--- src/rtl/serial_comparator_nb_if.sv ---
`default_nettype none
// +----------------------------------------------------------------------+
// | Module      : serial_comparator_nb_if                                |
// | Description : Start/busy/done handshake, operands and one-hot result |
// |               lines for the bit-serial magnitude comparator.         |
// | Revision    : 1.0 - initial release                                  |
// +----------------------------------------------------------------------+
interface serial_comparator_nb_if #(
  parameter int WIDTH = 8
) ();
  logic             start;
  logic [WIDTH-1:0] A;
  logic [WIDTH-1:0] B;
  logic             busy;
  logic             done;
  logic             A_great_B;
  logic             A_equals_B;
  logic             A_less_B;

  // Requester side: issues operands and start, observes status and result
  modport master (
    output start, A, B,
    input  busy, done, A_great_B, A_equals_B, A_less_B
  );

  // Comparator side
  modport slave (
    input  start, A, B,
    output busy, done, A_great_B, A_equals_B, A_less_B
  );
endinterface
`default_nettype wire

--- src/rtl/serial_comparator_nb.sv ---
`default_nettype none
// +----------------------------------------------------------------------+
// | Module      : serial_comparator_nb                                   |
// | Description : WIDTH-bit magnitude comparator, MSB-first bit-serial   |
// |               with early exit at the first differing bit; unsigned   |
// |               or two's-complement. Built on a 1-bit comparator cell. |
// | Revision    : 1.0 - initial release                                  |
// +----------------------------------------------------------------------+

// 1-bit comparator cell: purely combinational, unsigned single bit.
module serial_comparator_nb_bitcell (
  input  wire logic a_i,
  input  wire logic b_i,
  output logic      gt_o,
  output logic      eq_o,
  output logic      lt_o
);
  assign gt_o = a_i & ~b_i;
  assign eq_o = ~(a_i ^ b_i);
  assign lt_o = ~a_i & b_i;
endmodule

module serial_comparator_nb #(
  parameter int WIDTH  = 8,
  parameter int SIGNED = 0
) (
  input  wire logic            clk,
  input  wire logic            rst_n,
  serial_comparator_nb_if.slave bus
);

  localparam int                IDXW    = $clog2(WIDTH);
  localparam logic [IDXW-1:0]   IDX_MSB = IDXW'(WIDTH - 1);

  typedef enum logic [1:0] {
    IDLE = 2'd0,
    CMP  = 2'd1,
    DONE = 2'd2
  } state_t;

  state_t           state_q;
  logic [WIDTH-1:0] a_q;
  logic [WIDTH-1:0] b_q;
  logic [IDXW-1:0]  idx_q;
  logic [IDXW-1:0]  idx_d;
  logic             busy_q;
  logic             done_q;
  logic             gt_q;
  logic             eq_q;
  logic             lt_q;

  logic             bit_gt;
  logic             bit_eq;
  logic             bit_lt;
  logic             swap_sign;
  logic             eff_gt;
  logic             eff_lt;

  serial_comparator_nb_bitcell u_cell (
    .a_i  (a_q[idx_q]),
    .b_i  (b_q[idx_q]),
    .gt_o (bit_gt),
    .eq_o (bit_eq),
    .lt_o (bit_lt)
  );

  // In two's-complement mode a set MSB marks the negative (smaller) operand,
  // so the cell's verdict is inverted at the sign position only.
  assign swap_sign = (SIGNED != 0) && (idx_q == IDX_MSB);
  assign eff_gt    = swap_sign ? bit_lt : bit_gt;
  assign eff_lt    = swap_sign ? bit_gt : bit_lt;
  assign idx_d     = idx_q - 1'b1;

  // Control FSM: operand capture, MSB-first scan with early exit, registered outputs
  always_ff @(posedge clk or negedge rst_n) begin
    if (!rst_n) begin
      state_q <= IDLE;
      a_q     <= '0;
      b_q     <= '0;
      idx_q   <= '0;
      busy_q  <= 1'b0;
      done_q  <= 1'b0;
      gt_q    <= 1'b0;
      eq_q    <= 1'b0;
      lt_q    <= 1'b0;
    end else begin
      done_q <= 1'b0;
      case (state_q)
        IDLE, DONE: begin
          // DONE accepts a new start exactly like IDLE for back-to-back use
          if (bus.start) begin
            a_q     <= bus.A;
            b_q     <= bus.B;
            idx_q   <= IDX_MSB;
            gt_q    <= 1'b0;
            eq_q    <= 1'b0;
            lt_q    <= 1'b0;
            busy_q  <= 1'b1;
            state_q <= CMP;
          end else begin
            busy_q  <= 1'b0;
            state_q <= IDLE;
          end
        end
        CMP: begin
          if (!bit_eq) begin
            gt_q    <= eff_gt;
            lt_q    <= eff_lt;
            busy_q  <= 1'b0;
            done_q  <= 1'b1;
            state_q <= DONE;
          end else if (idx_q == '0) begin
            eq_q    <= 1'b1;
            busy_q  <= 1'b0;
            done_q  <= 1'b1;
            state_q <= DONE;
          end else begin
            idx_q   <= idx_d;
          end
        end
        default: begin
          busy_q  <= 1'b0;
          state_q <= IDLE;
        end
      endcase
    end
  end

  assign bus.busy       = busy_q;
  assign bus.done       = done_q;
  assign bus.A_great_B  = gt_q;
  assign bus.A_equals_B = eq_q;
  assign bus.A_less_B   = lt_q;

endmodule
`default_nettype wire

--- src/flat_wrapper.sv ---
// flat-port wrapper written by rule: the top's interface ports become plain ports
module serial_comparator_nb_flat 
#(
  parameter int WIDTH  = 8,
  parameter int SIGNED = 0
)
  (clk, rst_n, bus_start, bus_A, bus_B, bus_busy, bus_done, bus_A_great_B, bus_A_equals_B, bus_A_less_B);
  serial_comparator_nb_if #(.WIDTH(WIDTH)) bus_i ();
  input  wire logic clk;
  input  wire logic rst_n;
  input wire logic [$bits(bus_i.start)-1:0] bus_start;
  input wire logic [$bits(bus_i.A)-1:0] bus_A;
  input wire logic [$bits(bus_i.B)-1:0] bus_B;
  output wire logic [$bits(bus_i.busy)-1:0] bus_busy;
  output wire logic [$bits(bus_i.done)-1:0] bus_done;
  output wire logic [$bits(bus_i.A_great_B)-1:0] bus_A_great_B;
  output wire logic [$bits(bus_i.A_equals_B)-1:0] bus_A_equals_B;
  output wire logic [$bits(bus_i.A_less_B)-1:0] bus_A_less_B;
  assign bus_i.start = bus_start;
  assign bus_i.A = bus_A;
  assign bus_i.B = bus_B;
  assign bus_busy = bus_i.busy;
  assign bus_done = bus_i.done;
  assign bus_A_great_B = bus_i.A_great_B;
  assign bus_A_equals_B = bus_i.A_equals_B;
  assign bus_A_less_B = bus_i.A_less_B;
  serial_comparator_nb #(.WIDTH(WIDTH), .SIGNED(SIGNED)) u_core (.clk(clk), .rst_n(rst_n), .bus(bus_i));
endmodule
--- config.mk ---
export PLATFORM = sky130hd
export DESIGN_NAME = serial_comparator_nb_flat
export DESIGN_NICKNAME = d
export VERILOG_FILES = /design/src/rtl/serial_comparator_nb_if.sv /design/src/rtl/serial_comparator_nb.sv /design/src/flat_wrapper.sv
export SDC_FILE = /design/constraint.sdc
export NUM_CORES = 1
export LEC_CHECK = 0
export CAP_MARGIN = 5
export CORE_MARGIN = 2
export CORE_UTILIZATION = 53
export DETAILED_ROUTE_END_ITERATION = 6
export GPL_ROUTABILITY_DRIVEN = 0
export PLACE_DENSITY = 0.82
export SLEW_MARGIN = 25
export SYNTH_ARGS = -nofsm -noshare
export SYNTH_HDL_FRONTEND = slang
export SYNTH_SLANG_ARGS = --single-unit
--- constraint.sdc ---
create_clock -name clk -period 4.7 [get_ports clk]
set_clock_uncertainty 0.2 [all_clocks]
set_input_delay 0.705 -clock clk [delete_from_list [all_inputs] [get_ports clk]]
set_output_delay 0.705 -clock clk [all_outputs]
set_load 0.05 [all_outputs]
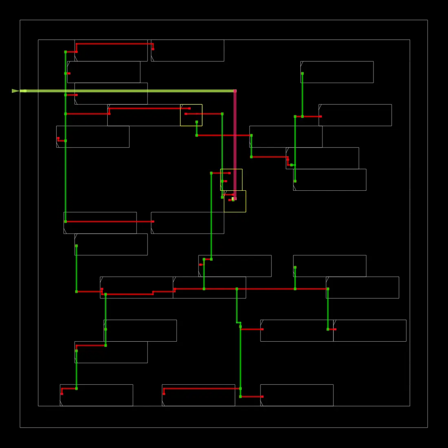
*Clock routing, run 1*
P_clk: 0.0894 mW
TritonCTS Buffers: 3
num sequential: 26
clock buf count: 3
clk sinks: 26

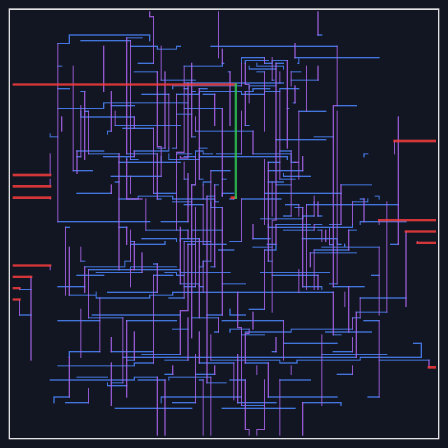
*Signal wires by layer, run 1*
| color | layer | wire length |
|---|---|---|
| red | met3 | 65.5 um |
| blue | met1 | 908 um |
| green | met4 | 13.6 um |
| purple | met2 | 994 um |
via count: 743
final wirelength: 1980 um

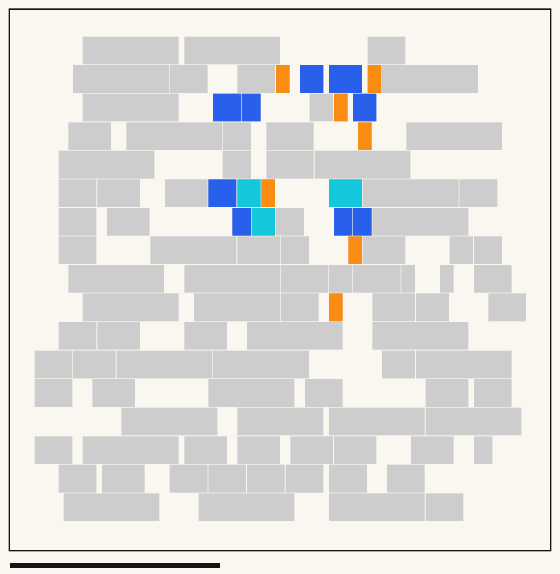
*Gate families picked out, run 1*
The bar under the picture is 20 um long.
| color | family | cells |
|---|---|---|
| orange | inverters | 7 |
| cyan | AND and OR gates | 3 |
| blue | inverting AOI/OAI gates | 9 |
fraction of area in multi-input gates: 0.337
fin cells: 136
most frequent logic cell in the layout: dfrtp_1

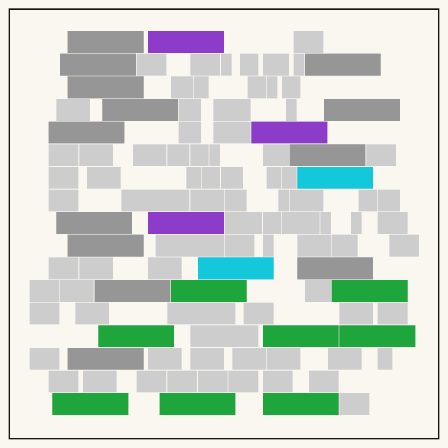
*Where the registers sit, run 1*
| color | name in the netlist | placed flops |
|---|---|---|
| green | u_core.a_q | 8 |
| cyan | u_core.state_q | 2 |
| purple | u_core.idx_q | 3 |
not colored: 13
Final Util: 0.672
flop share of the area: 0.446

==> run 1: kinds of logic (layout without fill, tap and decap cells) <==
| family | Yosys count | in the layout | share of synthesized area |
|---|---|---|---|
| flip-flops | 26 | 26 | 0.545 |
| AND/OR/NAND/NOR | 8 | 8 | 0.0398 |
| buffers and inverters | 11 | 34 | 0.0430 |
| adder cells (fa/ha/maj) | 4 | 4 | 0.0419 |
| AND-OR/OR-AND | 12 | 12 | 0.0681 |
| multiplexers | 24 | 24 | 0.262 |
==> run 1: metrics by stage <==
step                      worst slack (ns)   util
after global placement                2.07  0.664
after detailed placement              1.96  0.662
after global routing                  1.78  0.672
final                                 1.98  0.672
after floorplan                       2.23      -
after CTS                             1.95  0.672
==> run 1: final cells by class <==
type | count | area (um2) | share of cell area
sequential | 26 | 651 | 0.446
inverter | 7 | 26.3 | 0.0180
tap | 28 | 35.0 | 0.0240
clock buffer | 3 | 22.5 | 0.0154
multi-input combinational | 48 | 492 | 0.337
timing repair buffer | 24 | 233 | 0.160
==> run 1: power groups by stage <==
| stage | clock network (mW) | registers (mW) | logic (mW) |
|---|---|---|---|
| 2_1_floorplan | 0 | 0.396 | 0.308 |
| 5_1_grt | 0.102 | 0.401 | 0.443 |
| 3_3_place_gp | 0 | 0.390 | 0.387 |
| 3_5_place_dp | 0 | 0.394 | 0.404 |
| 6_report | 0.0894 | 0.390 | 0.401 |
| 4_1_cts | 0.0935 | 0.390 | 0.405 |
==> run 1: state kept, by name, summed over array words and instances (netlist names) <==
signal                 cells
u_core.idx_q               3
u_core.bus.busy            1
u_core.bus.A_less_B        1
u_core.a_q                 8
u_core.bus.A_great_B       1
u_core.bus.done            1
u_core.bus.A_equals_B      1
u_core.state_q             2
u_core.b_q                 8
==> run 1: cell usage after synthesis, drive strengths merged, types with 2 or more instances <==
cell type / n / share of area
a211oi: 2 / 0.013
a21oi: 4 / 0.017
a22o: 2 / 0.015
buf: 3 / 0.018
dfrtp: 26 / 0.55
ha: 4 / 0.042
inv: 7 / 0.022
mux2: 18 / 0.17
mux2i: 2 / 0.017
mux4: 4 / 0.075
nand2b: 2 / 0.010
nor2: 2 / 0.0063
==> run 1: worst reg2reg max path: stages (launching register included) <==
cell and delay (ns):
dfrtp_1 0.55, mux4_2 0.55, mux2i_1 0.19, inv_1 0.06, ha_1 0.32, nor2_1 0.15, mux2_2 0.36, a22o_1 0.24
==> run 1: metal layers <==
metal,up-vias,track usage,part of all wire
met5,-,0,0
met4,0,0.0395,0.0066
met3,2,0.0263,0.033
met2,13,0.314,0.50
met1,375,0.236,0.46
li1,353,-,-
==> run 1: worst paths after layout <==
path,startpoint,slack (ns),cells past startpoint,endpoint
hold reg to reg,u_core.bus.busy,0.31,1,u_core.bus.busy
max in group asynchronous,rst_n,3.75,1,u_core.bus.busy
setup / recovery,u_core.idx_q[0],1.98,7,u_core.bus.A_great_B
hold / removal,rst_n,0.17,1,u_core.a_q[5]
setup reg to reg,u_core.idx_q[0],1.98,7,u_core.bus.A_great_B
min in group clk,u_core.bus.busy,0.31,1,u_core.bus.busy
==> results.json, run 1 <==
{
  "critPathTopFamily": "multiplexers",
  "end_kind": "flop",
  "holdCritPathClass": "input pin to asynchronous set/reset pin",
  "crit_buf_inv": 1,
  "ctsResizeCount": 0,
  "root_buffer": "clkbuf_4",
  "synth-seq-cells": 26,
  "critical_path_class": "flop to flop",
  "critPathSlowestCell": "dfrtp_1",
  "numPortBuffers": 23,
  "critPathRequiredTime_ns": 4.70,
  "grtUsageTotal": 0.180,
  "ys_area_mm2": 0.00119,
  "ff_type": "dfrtp_1",
  "powerDensity_mw_per_mm2": 603,
  "outcome": "finished, final reports clean",
  "rows": 17,
  "htree_levels": 1,
  "dp.cells": 133,
  "routedWlPerCell_um": 14.6,
  "cap_violations": 0,
  "nets": 133,
  "place_hpwl_um": 1510,
  "pin_count": 24,
  "p_seq_frac": 0.443,
  "antenna_found_initial": 0,
  "fin_setup_tns_ns": 0,
  "die_h_um": 51.5,
  "p_sw_mw": 0.308,
  "fin_area_mm2": 0.00146,
  "grt_pass1_wl_um": 3510,
  "syn-cell-area_mm2": 0.00119,
  "min_period_ns": 2.72,
  "coreArea_mm2": 0.00217,
  "layout.cells.most_common_list": "dfrtp_1 (26), clkdlybuf4s50_1 (22), mux2_2 (18)",
  "cts_hold_buf": 0,
  "synth_area_per_cell_um2": 14.0,
  "arrival_ns": 2.72,
  "via_per_inst": 5.46,
  "peakVddDrop_uv": 307,
  "cts_tree": "done",
  "postCtsSetupRepairBufs": 0,
  "cp_cell_sequence": "mux4_2, mux2i_1, inv_1, ha_1, nor2_1, mux2_2, a22o_1",
  "die_w_um": 51.5,
  "ys_async_sr_fraction": 1.00,
  "nFillCells": 174,
  "edf_count": 0,
  "synth.distinct_cells": 22,
  "swShare": 0.350,
  "setup_viol": 0,
  "finalCritPeriodShare": 0.578,
  "relSlewSlack": 0.623,
  "power.total_mw": 0.880,
  "ys_cells": 85,
  "fp_util": 0.550,
  "worst_pin_slew_ns": 0.566,
  "post-route-drc-count": 0,
  "worst_hold_slack_ns": 0.167,
  "grt_max_degree": 27,
  "cp_slowest_stage_delay_ns": 0.55,
  "cp-start-kind": "flop",
  "clk_latency_ns": 0.31,
  "diodes": 0,
  "clkPwrFrac": 0.102,
  "syn_nets": 108,
  "areaGrowthSynthToFinish_pct": 22.2,
  "drive_gt1_frac": 0.250,
  "combPwrFrac": 0.455,
  "critPathMaxFanout": 7,
  "place_area_mm2": 0.00144,
  "ant_nets": 0,
  "gr-total-overflow": 0,
  "leakage_nw": 0.649,
  "rsz0062_at_grt": "no",
  "drt-initial-drc-count": 2,
  "drtPass1Iterations": 4,
  "netlist_instances": 85,
  "die_area_mm2": 0.00265,
  "grt_pass1_vias": 764,
  "fmax_ghz": 0.368,
  "tool_warnings": 28,
  "p_int_mw": 0.573,
  "yosys_warnings": 0,
  "cts_max_path_buffers": 2,
  "hold_violations": 0,
  "slew_viol_final": 0,
  "clk_pin_slew_ns": 0.13,
  "ys_seq_share": 0.545
}
### Pin map, run 1

Pins as bars across the die edge, other pins in gray.
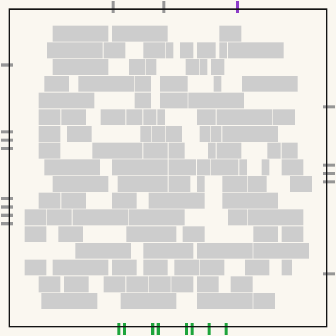

==> run 1 -> run 2 <==
Settings changed: CORE_UTILIZATION 53 to 50, PLACE_DENSITY 0.82 to 0.78.
Clock period 4.7 ns to 2.84 ns, I/O delays scaled along.
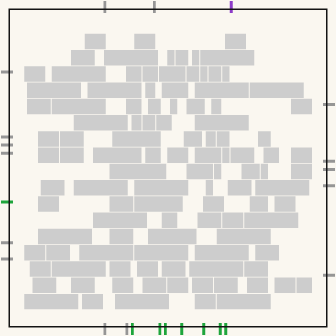
*Pin map, run 2*
Pins as bars across the die edge, other pins in gray.
| color | port | pins | direction | edge |
|---|---|---|---|---|
| purple | bus_A_equals_B | 1 | output | top |
| green | bus_A | 8 | input | 7 bottom, 1 left |
all pins by edge: 9 bottom, 7 left, 5 right, 3 top
die height: 52.9 um
Horiz. Die Dim: 52.9 um
IO Port Bufs: 23

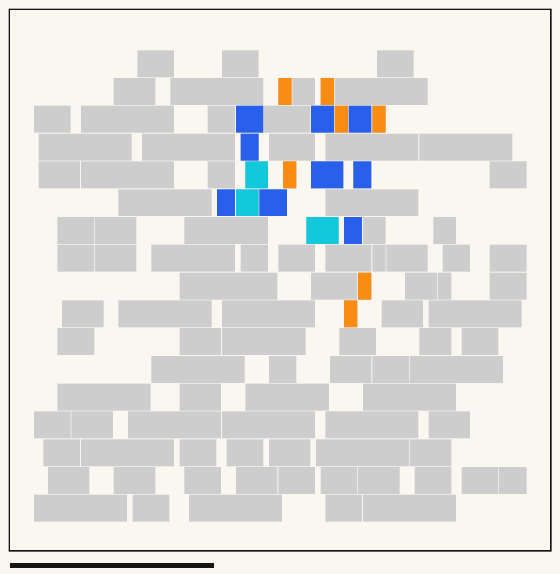
*Gate families picked out, run 2*
The bar under the picture is 20 um long.
fin cells: 137
fraction of area in multi-input gates: 0.334

==> run 2 against run 1 <==
  * Via count down 1.7%
  * Worst setup slack got worse by 1.8 ns
  * Final cell count grew 0.74%
  * Largest cell class unchanged
==> results.json, run 2 <==
{
  "setup_viol": 0,
  "tool_warnings": 28,
  "grt_pass1_vias": 798,
  "grt_max_degree": 27,
  "cts_made_buffers": 3,
  "worst_pin_slew_ns": 0.490,
  "post-route-util": 0.659,
  "use_met1": 0.215,
  "holdCritPathClass": "input pin to asynchronous set/reset pin",
  "synthTopCellsByArea": "dfrtp_1 (55%), mux2_2 (17%), mux4_2 (7.5%)",
  "routedWlPerCell_um": 14.3,
  "outcome": "finished, final reports clean",
  "use_met3": 0.0339,
  "finalCritPeriodShare": 0.924,
  "coreArea_mm2": 0.00223,
  "cap_violations": 0,
  "critPathSlowestCell": "mux4_2",
  "busiest_layer": "met2",
  "cts_tree": "done",
  "pin_count": 24,
  "syn-cell-area_mm2": 0.00119,
  "hold_violations": 0,
  "yosys_warnings": 0,
  "place_hpwl_um": 1400,
  "edf_count": 0,
  "critPathMaxFanout": 7,
  "slew_viol_final": 0,
  "vias": 730,
  "layout.cells.most_common_list": "dfrtp_1 (25), clkdlybuf4s50_1 (23), mux2_2 (18)",
  "via_per_inst": 5.33,
  "areaGrowthSynthToFinish_pct": 23.4,
  "cp_slowest_stage_delay_ns": 0.52,
  "powerDensity_mw_per_mm2": 989,
  "syn_nets": 108,
  "peakVddDrop_uv": 666,
  "leakage_nw": 0.653,
  "common_cells": "dfrtp_1 (26), mux2_2 (18), inv_1 (7)",
  "drt-initial-drc-count": 9,
  "ant_nets": 0,
  "clk_pin_slew_ns": 0.13,
  "ff_type": "dfrtp_1",
  "ys_area_mm2": 0.00119,
  "synth.distinct_cells": 22,
  "cts_sinks": 26,
  "post-route-drc-count": 0,
  "htree_levels": 1,
  "cp_cell_sequence": "mux4_2, mux2i_1, inv_1, ha_1, nor2_1, mux2_2, a22o_1",
  "relSlewSlack": 0.672,
  "fmax_ghz": 0.381,
  "gr-total-overflow": 0,
  "root_buffer": "clkbuf_4",
  "grtUsageTotal": 0.178,
  "die_area_mm2": 0.00279,
  "critPathRequiredTime_ns": 2.85,
  "antenna_found_initial": 0,
  "netlist_instances": 85,
  "clk_latency_ns": 0.31,
  "largestRegisters": "u_core.a_q (8), u_core.b_q (8), u_core.idx_q (3)",
  "lay_top_count": "dfrtp_1",
  "ys_cells": 85,
  "nFillCells": 185,
  "nets": 134,
  "rsz0062_at_grt": "no",
  "diodes": 0,
  "cp-start-kind": "flop",
  "min_period_ns": 2.62,
  "grt_use_met2": 0.313,
  "ys_seq_share": 0.545,
  "fin_setup_tns_ns": 0,
  "ys_async_sr_fraction": 1.00,
  "yosysTopAreaCell": "dfrtp_1",
  "synth-seq-cells": 26,
  "rows": 17,
  "fp_util": 0.534,
  "drtPass1Iterations": 4,
  "arrival_ns": 2.64,
  "drt_wl_total_um": 1950,
  "end_kind": "flop",
  "critical_path_class": "flop to flop",
  "top_cell_area_share": 0.545,
  "grt_pass1_wl_um": 3510,
  "synth.most_common_cell": "dfrtp_1",
  "drive_gt1_frac": 0.257,
  "synth_area_per_cell_um2": 14.0,
  "cts_max_path_buffers": 2
}
[run 2: through the flow]
step           power [mW]  instance area (um2)  hold WS, ns  setup slack [ns]  instances
2_1_floorplan        1.17                 1190      -0.0696             0.365         85
3_3_place_gp         1.29                 1450        0.268             0.199        134
3_5_place_dp         1.32                 1450        0.286             0.143        134
4_1_cts              1.47                 1470        0.267             0.109        137
5_1_grt              1.58                 1470        0.295            0.0146        137
6_report             1.46                 1470        0.264             0.216        137
[run 2: timing repair]
item                                    in CTS  in global routing
gates resized                                0                  1
buffers inserted                             0                  0
hold buffers                                 0                  0
endpoints found under the setup margin       0                  3
[run 2: final cells by class]
cell class / count / area (um2) / area share
Clock buffer: 3 / 22.5 / 0.0153
Timing Repair Buffer: 25 / 245 / 0.167
Sequential cell: 26 / 652 / 0.443
Inverter: 7 / 26.3 / 0.0178
Multi-Input combinational cell: 48 / 492 / 0.334
Tap cell: 28 / 35.0 / 0.0238
[run 2: layer usage]
layer  up-vias  share of wire
li1        352              -
met1       362           0.47
met2        14           0.49
met3         2          0.036
met4         0         0.0067
met5         -              0
[run 2: kinds of logic (layout without fill, tap and decap cells)]
| kind of cell | Yosys count | in the layout | share of synthesized area |
|---|---|---|---|
| compound gates | 12 | 12 | 0.0681 |
| fa+ha+maj | 4 | 4 | 0.0419 |
| buf+inv | 11 | 35 | 0.0430 |
| flops | 26 | 26 | 0.545 |
| mux | 24 | 24 | 0.262 |
| simple gates | 8 | 8 | 0.0398 |
[run 2: critical path, delay by kind of cell, from the launching register on]
kind / cells / cell delay (ns)
multiplexers: 3 / 1.08
flip-flops: 1 / 0.48
adder cells (fa/ha/maj): 1 / 0.32
AND-OR/OR-AND: 1 / 0.22
AND/OR/NAND/NOR: 1 / 0.17
buffers and inverters: 1 / 0.07
[run 2: worst paths after layout]
kind	start	end	slack, ns	cells past startpoint
max in group asynchronous	rst_n	u_core.idx_q[0]	1.91	2
worst min-delay path	rst_n	u_core.a_q[0]	0.26	2
worst max-delay path	u_core.idx_q[0]	u_core.bus.A_great_B	0.22	7
worst max register to register	u_core.idx_q[0]	u_core.bus.A_great_B	0.22	7
worst min register to register	u_core.bus.busy	u_core.bus.busy	0.30	1
min in group clk	u_core.bus.busy	u_core.bus.busy	0.30	1
[run 2: power by group]
| group | internal, mW | total [mW] | switching, mW |
|---|---|---|---|
| Sequential | 0.530 | 0.647 | 0.117 |
| Combinational | 0.371 | 0.661 | 0.290 |
| Clock | 0.0495 | 0.148 | 0.0984 |
| Total | 0.951 | 1.46 | 0.506 |
No activity file was given, so power comes from the tool's default toggle rates.
